==> config.mk <==
export PLATFORM = sky130hd
export DESIGN_NAME = pc_branch_unit
export DESIGN_NICKNAME = d
export VERILOG_FILES = /design/src/rtl/cpu_pkg.sv /design/src/rtl/pc_branch_unit_branch_compare.sv /design/src/rtl/pc_branch_unit.sv
export SDC_FILE = /design/constraint.sdc
export NUM_CORES = 1
export LEC_CHECK = 0
export ABC_CLOCK_PERIOD_IN_PS = 2500
export CORE_MARGIN = 5
export CORE_UTILIZATION = 45
export DETAILED_ROUTE_END_ITERATION = 12
export GPL_TIMING_DRIVEN = 0
export PLACE_DENSITY = 0.77
export SLEW_MARGIN = 20
export SYNTH_ARGS = -nofsm -noshare
export SYNTH_HDL_FRONTEND = slang
export SYNTH_HIERARCHICAL = 1
export SYNTH_SLANG_ARGS = --single-unit
==> constraint.sdc <==
create_clock -name clock -period 2.5 [get_ports clock]
set_input_delay 0.25 -clock clock [delete_from_list [all_inputs] [get_ports clock]]
set_output_delay 0.25 -clock clock [all_outputs]
set_load 0.01 [all_outputs]
==> src/rtl/cpu_pkg.sv <==
// Shared types and defaults for the PC/branch stage: FSM states, branch kinds
// and a multi-hot helper used by the branch priority encoder.
package cpu_pkg;

   localparam int PC_WIDTH_DEF   = 16;
   localparam int DATA_WIDTH_DEF = 16;
   localparam int N_STROBES      = 7;

   typedef enum logic [1:0] {
      PCB_BOOT  = 2'd0,
      PCB_RUN   = 2'd1,
      PCB_FLUSH = 2'd2
   } pcbState_e;

   // Listed in resolution priority order, highest first after BK_NONE.
   typedef enum logic [2:0] {
      BK_NONE = 3'd0,
      BK_JUMP = 3'd1,
      BK_EQ   = 3'd2,
      BK_NEQ  = 3'd3,
      BK_LT   = 3'd4,
      BK_GT   = 3'd5,
      BK_LTE  = 3'd6,
      BK_GTE  = 3'd7
   } brKind_e;

   function automatic logic isMultiHot(input logic [N_STROBES-1:0] vec);
      return |(vec & (vec - 7'd1));
   endfunction

endpackage

==> src/rtl/pc_branch_unit_branch_compare.sv <==
// Combinational branch resolution: priority-encodes the strobes, evaluates the
// signed compare for the winning kind and flags simultaneous strobes.
module branch_compare
   import cpu_pkg::*;
#(
   parameter int DATA_WIDTH = DATA_WIDTH_DEF
) (
   input  logic                  jump,
   input  logic                  immType,
   input  logic                  branchEq,
   input  logic                  branchNeq,
   input  logic                  branchLt,
   input  logic                  branchGt,
   input  logic                  branchLte,
   input  logic                  branchGte,
   input  logic [DATA_WIDTH-1:0] rsVal,
   input  logic [DATA_WIDTH-1:0] rtVal,
   output logic                  take,
   output logic                  selRegTarget,
   output logic                  multiHot,
   output brKind_e               kind
);

   logic signed [DATA_WIDTH-1:0] rsSigned_s;
   logic signed [DATA_WIDTH-1:0] rtSigned_s;
   logic [N_STROBES-1:0]         strobes_s;

   assign rsSigned_s = rsVal;
   assign rtSigned_s = rtVal;
   assign strobes_s  = {jump, branchEq, branchNeq, branchLt, branchGt, branchLte, branchGte};
   assign multiHot   = isMultiHot(strobes_s);

   // Priority encoder: jump > Eq > Neq > Lt > Gt > Lte > Gte
   always_comb begin
      kind = BK_NONE;
      if (jump) begin
         kind = BK_JUMP;
      end else if (branchEq) begin
         kind = BK_EQ;
      end else if (branchNeq) begin
         kind = BK_NEQ;
      end else if (branchLt) begin
         kind = BK_LT;
      end else if (branchGt) begin
         kind = BK_GT;
      end else if (branchLte) begin
         kind = BK_LTE;
      end else if (branchGte) begin
         kind = BK_GTE;
      end else begin
         kind = BK_NONE;
      end
   end

   // Outcome of the winning kind and register-target select
   always_comb begin
      take         = 1'b0;
      selRegTarget = (kind == BK_JUMP) && !immType;
      case (kind)
         BK_JUMP: take = 1'b1;
         BK_EQ:   take = (rsSigned_s == rtSigned_s);
         BK_NEQ:  take = (rsSigned_s != rtSigned_s);
         BK_LT:   take = (rsSigned_s <  rtSigned_s);
         BK_GT:   take = (rsSigned_s >  rtSigned_s);
         BK_LTE:  take = (rsSigned_s <= rtSigned_s);
         BK_GTE:  take = (rsSigned_s >= rtSigned_s);
         default: take = 1'b0;
      endcase
   end

endmodule

==> src/rtl/pc_branch_unit.sv <==
// Program counter and branch resolution stage; owns the fetch PC and issues the
// wrong-path flush. Optional branch statistics under PC_BRANCH_STATS_EN.
module pc_branch_unit
   import cpu_pkg::*;
#(
   parameter int                PC_WIDTH   = PC_WIDTH_DEF,
   parameter int                DATA_WIDTH = DATA_WIDTH_DEF,
   parameter int                OFF_WIDTH  = 8,
   parameter logic [PC_WIDTH-1:0] RESET_PC = '0
) (
   input  logic                  clock,
   input  logic                  reset,
   input  logic                  stall,
   input  logic                  instr_valid,
   input  logic [PC_WIDTH-1:0]   instr_pc,
   input  logic                  branchEq,
   input  logic                  branchNeq,
   input  logic                  branchLt,
   input  logic                  branchGt,
   input  logic                  branchLte,
   input  logic                  branchGte,
   input  logic                  jump,
   input  logic                  immType,
   input  logic [DATA_WIDTH-1:0] rs_val,
   input  logic [DATA_WIDTH-1:0] rt_val,
   input  logic [OFF_WIDTH-1:0]  imm_offset,
   output logic [PC_WIDTH-1:0]   pc,
   output logic                  fetch_valid,
   output logic                  flush,
   output logic                  taken,
   output logic                  multi_err
`ifdef PC_BRANCH_STATS_EN
  ,output logic [15:0]           br_taken_cnt,
   output logic [15:0]           br_ntaken_cnt
`endif
);

   pcbState_e           state_r, stateNext_s;
   logic [PC_WIDTH-1:0] pc_r, pcNext_s, pcInc_s, target_s;
   logic                fetchValid_r, fetchValidNext_s;
   logic                flush_r, flushNext_s;
   logic                taken_r, takenNext_s;
   logic                multiErr_r, multiErrNext_s;
   logic                take_s, selRegTarget_s, multiHot_s;
   logic                resolveNow_s;
   brKind_e             kind_s;

   branch_compare #(
      .DATA_WIDTH (DATA_WIDTH)
   ) u_branch_compare (
      .jump         (jump),
      .immType      (immType),
      .branchEq     (branchEq),
      .branchNeq    (branchNeq),
      .branchLt     (branchLt),
      .branchGt     (branchGt),
      .branchLte    (branchLte),
      .branchGte    (branchGte),
      .rsVal        (rs_val),
      .rtVal        (rt_val),
      .take         (take_s),
      .selRegTarget (selRegTarget_s),
      .multiHot     (multiHot_s),
      .kind         (kind_s)
   );

   assign pcInc_s      = pc_r + PC_WIDTH'(1);
   assign target_s     = selRegTarget_s ? rs_val[PC_WIDTH-1:0]
                       : instr_pc + {{(PC_WIDTH-OFF_WIDTH){imm_offset[OFF_WIDTH-1]}}, imm_offset};
   assign resolveNow_s = (state_r == PCB_RUN) && instr_valid;

   // Next-state and next-output logic; in FLUSH the squashed instruction is ignored
   always_comb begin
      stateNext_s      = state_r;
      pcNext_s         = pc_r;
      fetchValidNext_s = 1'b0;
      flushNext_s      = 1'b0;
      takenNext_s      = taken_r;
      multiErrNext_s   = multiErr_r;
      case (state_r)
         PCB_BOOT: begin
            stateNext_s      = PCB_RUN;
            fetchValidNext_s = !stall;
         end
         PCB_RUN: begin
            if (resolveNow_s) begin
               takenNext_s    = take_s;
               multiErrNext_s = multiErr_r | multiHot_s;
            end else begin
               takenNext_s    = taken_r;
               multiErrNext_s = multiErr_r;
            end
            // A redirect wins over stall so the target is always fetched
            if (resolveNow_s && take_s) begin
               pcNext_s         = target_s;
               flushNext_s      = 1'b1;
               fetchValidNext_s = 1'b1;
               stateNext_s      = PCB_FLUSH;
            end else begin
               pcNext_s         = stall ? pc_r : pcInc_s;
               fetchValidNext_s = !stall;
               stateNext_s      = PCB_RUN;
            end
         end
         PCB_FLUSH: begin
            pcNext_s         = stall ? pc_r : pcInc_s;
            fetchValidNext_s = !stall;
            stateNext_s      = PCB_RUN;
         end
         default: begin
            stateNext_s = PCB_BOOT;
            pcNext_s    = RESET_PC;
         end
      endcase
   end

   // State and output registers
   always_ff @(posedge clock or posedge reset) begin
      if (reset) begin
         state_r      <= PCB_BOOT;
         pc_r         <= RESET_PC;
         fetchValid_r <= 1'b0;
         flush_r      <= 1'b0;
         taken_r      <= 1'b0;
         multiErr_r   <= 1'b0;
      end else begin
         state_r      <= stateNext_s;
         pc_r         <= pcNext_s;
         fetchValid_r <= fetchValidNext_s;
         flush_r      <= flushNext_s;
         taken_r      <= takenNext_s;
         multiErr_r   <= multiErrNext_s;
      end
   end

   assign pc          = pc_r;
   assign fetch_valid = fetchValid_r;
   assign flush       = flush_r;
   assign taken       = taken_r;
   assign multi_err   = multiErr_r;

`ifdef PC_BRANCH_STATS_EN
   logic        condResolve_s;
   logic [15:0] brTakenCnt_r, brNtakenCnt_r;

   assign condResolve_s = resolveNow_s && (kind_s != BK_NONE) && (kind_s != BK_JUMP);

   // Saturating counters of resolved conditional branches
   always_ff @(posedge clock or posedge reset) begin
      if (reset) begin
         brTakenCnt_r  <= 16'd0;
         brNtakenCnt_r <= 16'd0;
      end else if (condResolve_s && take_s) begin
         brTakenCnt_r  <= (brTakenCnt_r == 16'hFFFF) ? brTakenCnt_r : brTakenCnt_r + 16'd1;
      end else if (condResolve_s) begin
         brNtakenCnt_r <= (brNtakenCnt_r == 16'hFFFF) ? brNtakenCnt_r : brNtakenCnt_r + 16'd1;
      end else begin
         brTakenCnt_r  <= brTakenCnt_r;
         brNtakenCnt_r <= brNtakenCnt_r;
      end
   end

   assign br_taken_cnt  = brTakenCnt_r;
   assign br_ntaken_cnt = brNtakenCnt_r;
`else
   logic unusedKind_s;
   assign unusedKind_s = ^kind_s;
`endif

endmodule

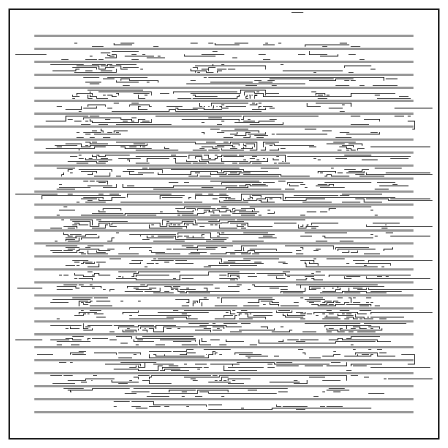
layer_met1.png
Supply wires on this layer in gray.
The longest straight run is 36.8 µm. The wires run mostly horizontal.

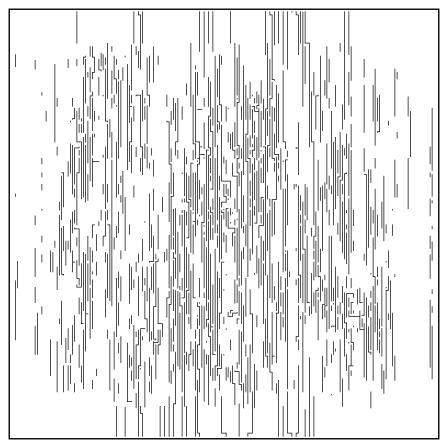
layer_met2.png
The wires run mostly vertical. The longest straight run is 30.6 µm. The layer holds 49% of the routed length. The layer carries 4,970 µm of wire.

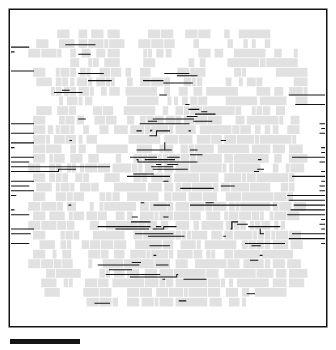
layer_met3.png
Scale bar: 20 µm. Cells faint in the background.
The layer holds 6.7% of the routed length. 107 nets have wire on it.

==> results.py <==
# Metrics from the implementation run
metrics = {
    "route": {
        "wl_met2_um": 4970,
        "highest_layer": "met4",
        "vias_per_cell": 6.19,
    },
    "final_layout": {
        "diodes": 0,
        "layout.nonclk_buf_frac": 0.241,
        "final_cells": 559,
        "comb.multi_input.count": 309,
        "lay_top_cells": "clkdlybuf4s50_1 (54), nor2_1 (31), nand2_1 (22), a21oi_1 (21), dfrtp_1 (21)",
        "logic_area_um2": 2680,
    },
    "setup_path": {
        "critPathLaunchType": "primary input",
        "path_cells": "buf_8 > ha_4 > a41oi_2 > o21ai_1 > o2bb2ai_1 > or4b_4 > mux2_4 > a211o_1 > a21boi_2 > or2_4 > buf_6 > buf_6 > nand2_4 > o31ai_4 > a21oi_2 > o21ai_1",
        "critPathKind": "in2reg",
        "end_kind": "register",
    },
    "yosys": {
        "synthDistinctLibCells": 75,
        "syn_nets": 471,
        "mux_share": 0.0157,
        "synthCells": 366,
        "ys_cells": 366,
        "ys_top_cells_by_area": "dfrtp_1 (18%), ha_1 (16%), nor2_1 (5.1%), a21oi_1 (4.0%), inv_1 (3.7%)",
        "top_area_frac": 0.184,
        "yosysChipArea_um2": 2860,
        "synthXorXnorAreaFrac": 0.0459,
        "yosys.area_share.simple": 0.257,
        "yosysWarnings": 6,
        "yosysSeqAreaShare": 0.184,
        "synth-seq-cells": 21,
    },
    "grt": {
        "antenna_found_initial": 0,
        "grt_max_degree": 22,
        "grt_pass1_vias": 3238,
        "grtUsageTotal": 0.222,
    },
    "timing": {
        "period_minus_slack_ps": 3080,
        "worst_pin_slew_ps": 837,
        "setup_slack_ps": -579,
        "finalSetupViolations": 19,
    },
    "floorplanning": {
        "ios": 88,
        "taps": 77,
    },
    "outcome": {
        "status": "finished, violations left",
        "violations": "setup timing",
    },
    "power_and_ir_drop": {
        "power_per_cell_area_nw_per_um2": 566,
        "worst_ir_drop_vdd_uv": 303,
    },
    "worst_hold_path": {
        "min_path_type": "in2reg",
    },
}
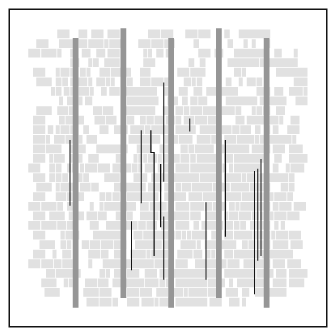
layer_met4.png
Supply wires on this layer in gray. Cells faint in the background.
13 nets have wire on it. The layer carries 292 µm of wire.

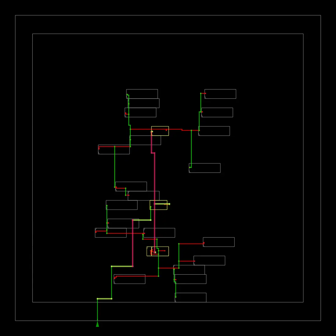
clocks.png
clk sink count: 21
P_clk: 0.000229 W
seq_cells: 21
Worst-Skew Late Latency: 260 ps
clock buffers: 4

sequential cells by signal, indices dropped and copies added (netlist names):
| name | flops |
|---|---|
| taken | 1 |
| state_r | 1 |
| flush | 1 |
| multi_err | 1 |
| pc | 16 |
| fetch_valid | 1 |
report_power, final:
group / switching, W / internal [W]
clock: 0.000115 / 0.000114
combinational: 0.000885 / 0.000848
sequential: 0.000178 / 0.000447
total: 0.00118 / 0.00141
Yosys cell counts (all sizes together), types with 4 or more instances:
master	n
a211oi	5
a21o	5
a21oi	23
a22oi	4
clkbuf	5
dfrtp	21
ha	36
inv	29
nand2	27
nand2b	7
nand3	12
nand4	8
nor2	39
nor3	13
nor4	8
o211ai	7
o21a	4
o21ai	25
xnor2	12
worst reg2reg max path, cell delays in order (launching register included):
cell and delay [ps]:
dfrtp_1 500, ha_1 240, nand3b_1 230, nor3_2 520, nand3_1 160, xnor2_1 160, a222oi_1 250, o21ai_1 110
repair_timing:
item,CTS,global route
hold buffers,0,0
pin swaps,32,36
setup endpoints to repair,20,18
resized,148,50
buffers inserted,15,13
path summary, 6_finish.rpt:
check / slack, ps / cells after the start / from / to
hold / removal: 280 / 3 / rs_val[8] / pc[8]
min in group asynchronous: 450 / 2 / reset / pc[1]
max in group asynchronous: 1530 / 2 / reset / pc[14]
setup / recovery: -580 / 16 / rs_val[7] / pc[4]
hold reg to reg: 490 / 1 / multi_err / multi_err
setup reg to reg: 220 / 7 / pc[0] / pc[12]
per-layer routing:
metal  GRT usage  vias to the layer above
met2       0.380                      191
li1            -                     1616
met5           0                        -
met1       0.286                     1627
met4      0.0730                        0
met3      0.0301                       27
cell families (layout without fill, tap and decap cells):
kind of cell,Yosys count,after routing
simple gates,138,138
buf+inv,36,152
fa+ha+maj,38,38
flops,21,21
compound gates,114,114
xor+xnor,15,15
mux,4,4
Power and IR drop assume default switching activity.
